[src/rtl/lfsr_uart_tx_pkg.sv]
// Shared types and constants for the LFSR-fed UART burst transmitter.
package lfsr_uart_pkg;

  localparam int DATA_BITS = 8;
  localparam int BIT_CNT_W = $clog2(DATA_BITS);
  localparam int FRAMES_W  = 9;

  typedef enum logic [1:0] {
    IDLE      = 2'd0,
    START_BIT = 2'd1,
    DATA      = 2'd2,
    STOP_BIT  = 2'd3
  } state_t;

endpackage

[src/rtl/lfsr_uart_tx_if.sv]
// Control/status bundle between the burst requester and the UART transmitter.
interface lfsr_uart_tx_if;
  import lfsr_uart_pkg::*;

  logic [DATA_BITS-1:0] lfsr_bits;
  logic                 start;
  logic [7:0]           burst_len;
  logic                 abort;
  logic                 tx;
  logic                 busy;
  logic                 done;
  logic [FRAMES_W-1:0]  frames_left;

  modport master (
    output lfsr_bits, start, burst_len, abort,
    input  tx, busy, done, frames_left
  );

  modport slave (
    input  lfsr_bits, start, burst_len, abort,
    output tx, busy, done, frames_left
  );

endinterface

[src/rtl/lfsr_uart_tx_baud_gen.sv]
// Bit-period timer: strobes bit_tick on the last clock of every UART bit.
module lfsr_baud_gen #(
  parameter int unsigned CLKS_PER_BIT = 16
) (
  input  logic clk,
  input  logic rst,
  input  logic clear,
  output logic bit_tick
);

  localparam int unsigned CNT_W = $clog2(CLKS_PER_BIT);
  localparam logic [CNT_W-1:0] LAST = CNT_W'(CLKS_PER_BIT - 1);

  logic [CNT_W-1:0] cnt_q, cnt_d;

  assign bit_tick = (cnt_q == LAST);

  always_comb begin
    cnt_d = cnt_q + 1'b1;
    if (clear || bit_tick) cnt_d = '0;
  end

  always_ff @(posedge clk or posedge rst) begin
    if (rst) cnt_q <= '0;
    else     cnt_q <= cnt_d;
  end

endmodule

[src/rtl/lfsr_uart_tx.sv]
// Sends bursts of 8N1 frames, each carrying the LFSR byte present at its frame start.
module lfsr_uart_tx
  import lfsr_uart_pkg::*;
#(
  parameter int unsigned CLKS_PER_BIT = 16
) (
  input  logic           clk,
  input  logic           rst,
  lfsr_uart_tx_if.slave  bus
);

  state_t                state_q, state_d;
  logic [DATA_BITS-1:0]  shift_q, shift_d;
  logic [BIT_CNT_W-1:0]  bit_cnt_q, bit_cnt_d;
  logic [FRAMES_W-1:0]   frames_q, frames_d;
  logic                  tx_q, tx_d;
  logic                  done_pulse;
  logic                  bit_tick;

  lfsr_baud_gen #(
    .CLKS_PER_BIT(CLKS_PER_BIT)
  ) u_baud (
    .clk      (clk),
    .rst      (rst),
    .clear    (state_q == IDLE),
    .bit_tick (bit_tick)
  );

  always_comb begin
    state_d    = state_q;
    shift_d    = shift_q;
    bit_cnt_d  = bit_cnt_q;
    frames_d   = frames_q;
    done_pulse = 1'b0;

    unique case (state_q)
      IDLE: begin
        if (bus.start && !bus.abort) begin
          state_d   = START_BIT;
          frames_d  = (bus.burst_len == 8'd0) ? FRAMES_W'(256) : FRAMES_W'(bus.burst_len);
          shift_d   = bus.lfsr_bits;
          bit_cnt_d = '0;
        end
      end
      START_BIT: begin
        if (bit_tick) state_d = DATA;
      end
      DATA: begin
        if (bit_tick) begin
          shift_d   = shift_q >> 1;
          bit_cnt_d = bit_cnt_q + 1'b1;
          if (bit_cnt_q == BIT_CNT_W'(DATA_BITS - 1)) state_d = STOP_BIT;
        end
      end
      STOP_BIT: begin
        if (bit_tick) begin
          if (frames_q > FRAMES_W'(1)) begin
            frames_d = frames_q - 1'b1;
            shift_d  = bus.lfsr_bits;
            state_d  = START_BIT;
          end else begin
            frames_d   = '0;
            done_pulse = 1'b1;
            state_d    = IDLE;
          end
        end
      end
      default: state_d = IDLE;
    endcase

    // Abort overrides everything decided above, including a completing stop bit.
    if (bus.abort && (state_q != IDLE)) begin
      state_d    = IDLE;
      frames_d   = '0;
      done_pulse = 1'b0;
    end

    // tx is registered, so it is derived from where the FSM is going next.
    unique case (state_d)
      START_BIT: tx_d = 1'b0;
      DATA:      tx_d = shift_d[0];
      default:   tx_d = 1'b1;
    endcase
  end

  always_ff @(posedge clk or posedge rst) begin
    if (rst) begin
      state_q   <= IDLE;
      shift_q   <= '0;
      bit_cnt_q <= '0;
      frames_q  <= '0;
      tx_q      <= 1'b1;
    end else begin
      state_q   <= state_d;
      shift_q   <= shift_d;
      bit_cnt_q <= bit_cnt_d;
      frames_q  <= frames_d;
      tx_q      <= tx_d;
    end
  end

  assign bus.tx          = tx_q;
  assign bus.busy        = (state_q != IDLE);
  assign bus.done        = done_pulse;
  assign bus.frames_left = frames_q;

endmodule

[src/flat_wrapper.sv]
// flat-port wrapper written by rule: the top's interface ports become plain ports
module lfsr_uart_tx_flat import lfsr_uart_pkg::*;
#(
  parameter int unsigned CLKS_PER_BIT = 16
)
  (clk, rst, bus_lfsr_bits, bus_start, bus_burst_len, bus_abort, bus_tx, bus_busy, bus_done, bus_frames_left);
  lfsr_uart_tx_if bus_i ();
  input  logic clk;
  input  logic rst;
  input wire logic [$bits(bus_i.lfsr_bits)-1:0] bus_lfsr_bits;
  input wire logic [$bits(bus_i.start)-1:0] bus_start;
  input wire logic [$bits(bus_i.burst_len)-1:0] bus_burst_len;
  input wire logic [$bits(bus_i.abort)-1:0] bus_abort;
  output wire logic [$bits(bus_i.tx)-1:0] bus_tx;
  output wire logic [$bits(bus_i.busy)-1:0] bus_busy;
  output wire logic [$bits(bus_i.done)-1:0] bus_done;
  output wire logic [$bits(bus_i.frames_left)-1:0] bus_frames_left;
  assign bus_i.lfsr_bits = bus_lfsr_bits;
  assign bus_i.start = bus_start;
  assign bus_i.burst_len = bus_burst_len;
  assign bus_i.abort = bus_abort;
  assign bus_tx = bus_i.tx;
  assign bus_busy = bus_i.busy;
  assign bus_done = bus_i.done;
  assign bus_frames_left = bus_i.frames_left;
  lfsr_uart_tx #(.CLKS_PER_BIT(CLKS_PER_BIT)) u_core (.clk(clk), .rst(rst), .bus(bus_i));
endmodule
[config.mk]
export PLATFORM = sky130hd
export DESIGN_NAME = lfsr_uart_tx_flat
export DESIGN_NICKNAME = d
export VERILOG_FILES = /design/src/rtl/lfsr_uart_tx_pkg.sv /design/src/rtl/lfsr_uart_tx_if.sv /design/src/rtl/lfsr_uart_tx_baud_gen.sv /design/src/rtl/lfsr_uart_tx.sv /design/src/flat_wrapper.sv
export SDC_FILE = /design/constraint.sdc
export NUM_CORES = 1
export LEC_CHECK = 0
export CAP_MARGIN = 40
export CORE_MARGIN = 4
export CORE_UTILIZATION = 53
export DETAILED_ROUTE_END_ITERATION = 10
export HOLD_SLACK_MARGIN = 0.06
export PLACE_DENSITY_LB_ADDON = 0.3
export SYNTH_ARGS = -nofsm -noshare
export SYNTH_HDL_FRONTEND = slang
export SYNTH_SLANG_ARGS = --single-unit
[constraint.sdc]
create_clock -name clk -period 2.5 [get_ports clk]
set_input_delay 0.5 -clock clk [delete_from_list [all_inputs] [get_ports clk]]
set_output_delay 0.5 -clock clk [all_outputs]
set_load 0.02 [all_outputs]
**Metal 1**

Scale bar: 20 um.
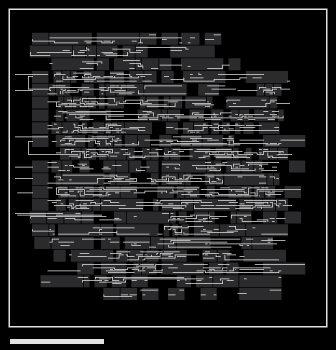
share of all routed wire = 46%
longest straight run = 28.1 um
main direction = horizontal
nets with wire on the layer = 255
wire length on this layer = 2,110 um
via count: 1,799
Total Wirelength: 4.610 mm
met1 Usage GRT: 0.2995

**Met2 routing**

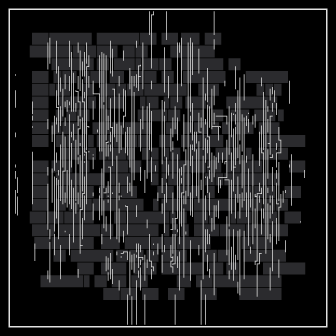
main direction = vertical
share of all routed wire = 47%
wire length on this layer = 2,180 um
nets with wire on the layer = 245
longest straight run = 32.6 um

**Metal 3**

Scale bar: 20 um.
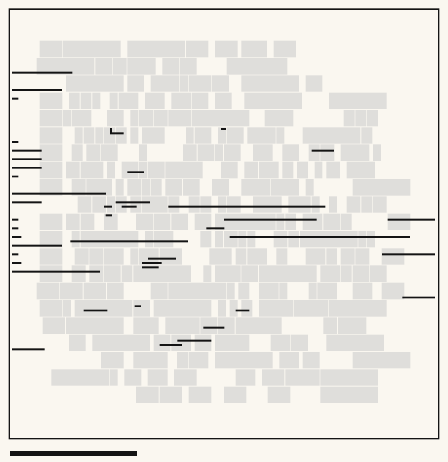
longest straight run = 28.1 um
share of all routed wire = 5.0%

**Sequential cells colored by netlist name**

Other sequential cells in the stronger gray, the rest of the logic in the fainter gray.
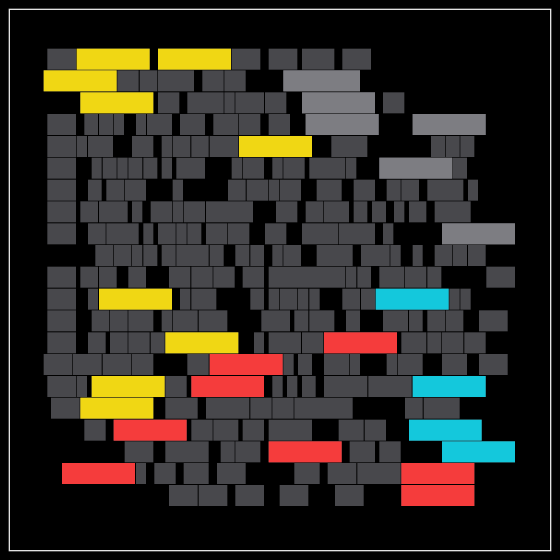
yellow -> u_core.bus.frames_left  # placed flops 9
red -> u_core.shift_q  # placed flops 8
cyan -> u_core.u_baud.cnt_q  # placed flops 4, where lower right
not colored = 6
Seq power: 0.000647 W
register area: 676.9 um2
Seq area share: 0.2787
post-layout util: 0.7221

==> flow_summary.json <==
{
  "drtPass1Iterations": 4,
  "cp.arrival_ns": 1.99,
  "cap_violations": 0,
  "fa_ha_area_frac": 0.06707,
  "ys_area_mm2": 0.001866,
  "grt_max_degree": 28,
  "synth_nets": 233,
  "syn_to_final_growth_pct": 30.18,
  "hold_viol_final": 0,
  "die_h_um": 67.33,
  "slew_violations": 0,
  "path_clk_slew_ns": 0.16,
  "dp_slack_ns": -0.1181,
  "period_needed_ns": 2.491,
  "fin_nets": 283,
  "p_leak_nw": 1.085,
  "ctsHoldBuffers": 0,
  "warnings": 32,
  "io_pins": 32,
  "drt-vias-per-instance": 6.037,
  "lay_top_count": "clkdlybuf4s50_1",
  "overflow": 0,
  "synthArstFlopShare": 1.000,
  "clockRootBuffer": "clkbuf_4",
  "edf_count": 0,
  "portBuffers": 31,
  "ys_ff": 27,
  "clkSinkCount": 27,
  "drive_gt1_frac": 0.1746,
  "ff_type": "dfrtp_1",
  "drt_iter0_drc": 97,
  "topCellsByArea": "dfrtp_1, ha_1, mux2_4, nor2_1, a22oi_1",
  "antenna_found_initial": 0,
  "yosys-stat-cells": 203,
  "holdCritPathClass": "in2async",
  "dpl.hpwl_mm": 3.485,
  "synth_seq_share": 0.3628,
  "status": "complete, no violations",
  "netlist_area_mm2": 0.001866,
  "cts_setup_buffers": 0,
  "cts_max_path_buffers": 2,
  "yosysTopAreaCell": "dfrtp_1",
  "mux_share": 0.06506,
  "required_ns": 2.00,
  "setup_tns_ns": 0,
  "fp.coreArea_mm2": 0.003363,
  "gp_congestion": 0.8981,
  "synth_cell_types": 52,
  "cts_made_buffers": 3,
  "worstSkewPairLatency_ns": 0.34,
  "grtUsageTotal": 0.2263,
  "setup_viol": 0,
  "syn_inst": 203,
  "power_w": 0.002241,
  "crit_path_end_kind": "primary output",
  "layout_top_cells": "clkdlybuf4s50_1, dfrtp_1, buf_4",
  "rsz0062_at_grt": "true",
  "die-area_mm2": 0.004533,
  "vdd_drop_max_mv": 0.6774,
  "initial_core_util": 0.5547,
  "die_w_um": 67.33,
  "cts_tree": "yes",
  "timing.final.crit_share": 0.9964,
  "cp_max_fo": 2,
  "slew_headroom": 0.5516,
  "ys_sh_simple": 0.1737,
  "route.detailed.wl_per_inst_um": 15.47,
  "cp-start-kind": "flop"
}
## final cells by class
| type | count | area, um2 |
|---|---|---|
| multi-input cells | 151 | 1100 |
| fillers | 282 | 934.6 |
| flip-flops and latches | 27 | 676.9 |
| repair buffers | 56 | 511.7 |
| well taps | 46 | 57.56 |
| inverters | 14 | 52.55 |
| clock buffers | 3 | 22.52 |
| clock inverters | 1 | 7.507 |
## where the power goes
group	total (W)	switching, W	internal (W)
Clock	0.000201	0.000139	0.0000615
Sequential	0.000647	0.0000792	0.000568
Combinational	0.00139	0.000724	0.000669
Total	0.00224	0.000942	0.00130
## critical path: stages, from the launching register on
cell and delay, ns:
dfrtp_1 0.42, or4_4 0.54, or3_4 0.40, nor3_4 0.15
buf_6 0.14
## timing repair
action	CTS	global route
gates resized	8	0
pin swaps	2	0
setup endpoints to repair	1	1
## kinds of logic after synthesis
group	Yosys count
buffers and inverters	25
AND-OR/OR-AND	67
multiplexers	9
XOR/XNOR	1
AND/OR/NAND/NOR	64
flip-flops	27
adder cells (fa/ha/maj)	10
## synthesized netlist by cell type (3+ instances only)
cell and instances:
ha_1 10, mux2_4 6, a22oi_1 7, dfrtp_1 26, clkbuf_1 8, o21ai_0 8, nand3_1 8, and3_1 3
a21oi_1 4, nor3_1 10, nor2_1 15, o21ai_1 3, nor2b_1 6, a31oi_1 6, inv_1 13, o2bb2ai_1 6
o22ai_1 7, a22o_1 3, nand2_1 12
## per-layer routing
layer / vias to the layer above / GRT usage / share of wire
li1: 873 / - / -
met1: 860 / 0.2995 / 0.46
met2: 57 / 0.3718 / 0.47
met3: 9 / 0.03494 / 0.050
met4: 0 / 0.08608 / 0.019
met5: - / 0 / 0
## path summary, 6_finish.rpt
check | startpoint | end | slack, ns | cells past startpoint
min in group clk | u_core.u_baud.cnt_q[0] | u_core.u_baud.cnt_q[0] | 0.52 | 1
setup / recovery | u_core.bus.frames_left[4] | bus_done | 0.009 | 4
max in group asynchronous | rst | u_core.bus.tx | 1.68 | 3
hold / removal | rst | u_core.shift_q[7] | 0.49 | 3
hold reg to reg | u_core.u_baud.cnt_q[0] | u_core.u_baud.cnt_q[0] | 0.52 | 1
setup reg to reg | u_core.u_baud.cnt_q[0] | u_core.bus.frames_left[3] | 0.19 | 7
## per-stage QoR
step | cell area [um2] | instances | utilization
2_1_floorplan | 1871 | 203 | -
3_3_place_gp | 2387 | 294 | 0.7098
3_5_place_dp | 2387 | 294 | 0.7098
4_1_cts | 2429 | 298 | 0.7221
5_1_grt | 2429 | 298 | 0.7221
6_report | 2429 | 298 | 0.7221
## registers in the layout, indices dropped and copies added (netlist names)
name	cells
u_core.u_baud.cnt_q	4
u_core.bus.tx	1
u_core.shift_q	8
u_core.bus.frames_left	9
u_core.bit_cnt_q	3
u_core.state_q	2
Power and IR drop assume default switching activity.
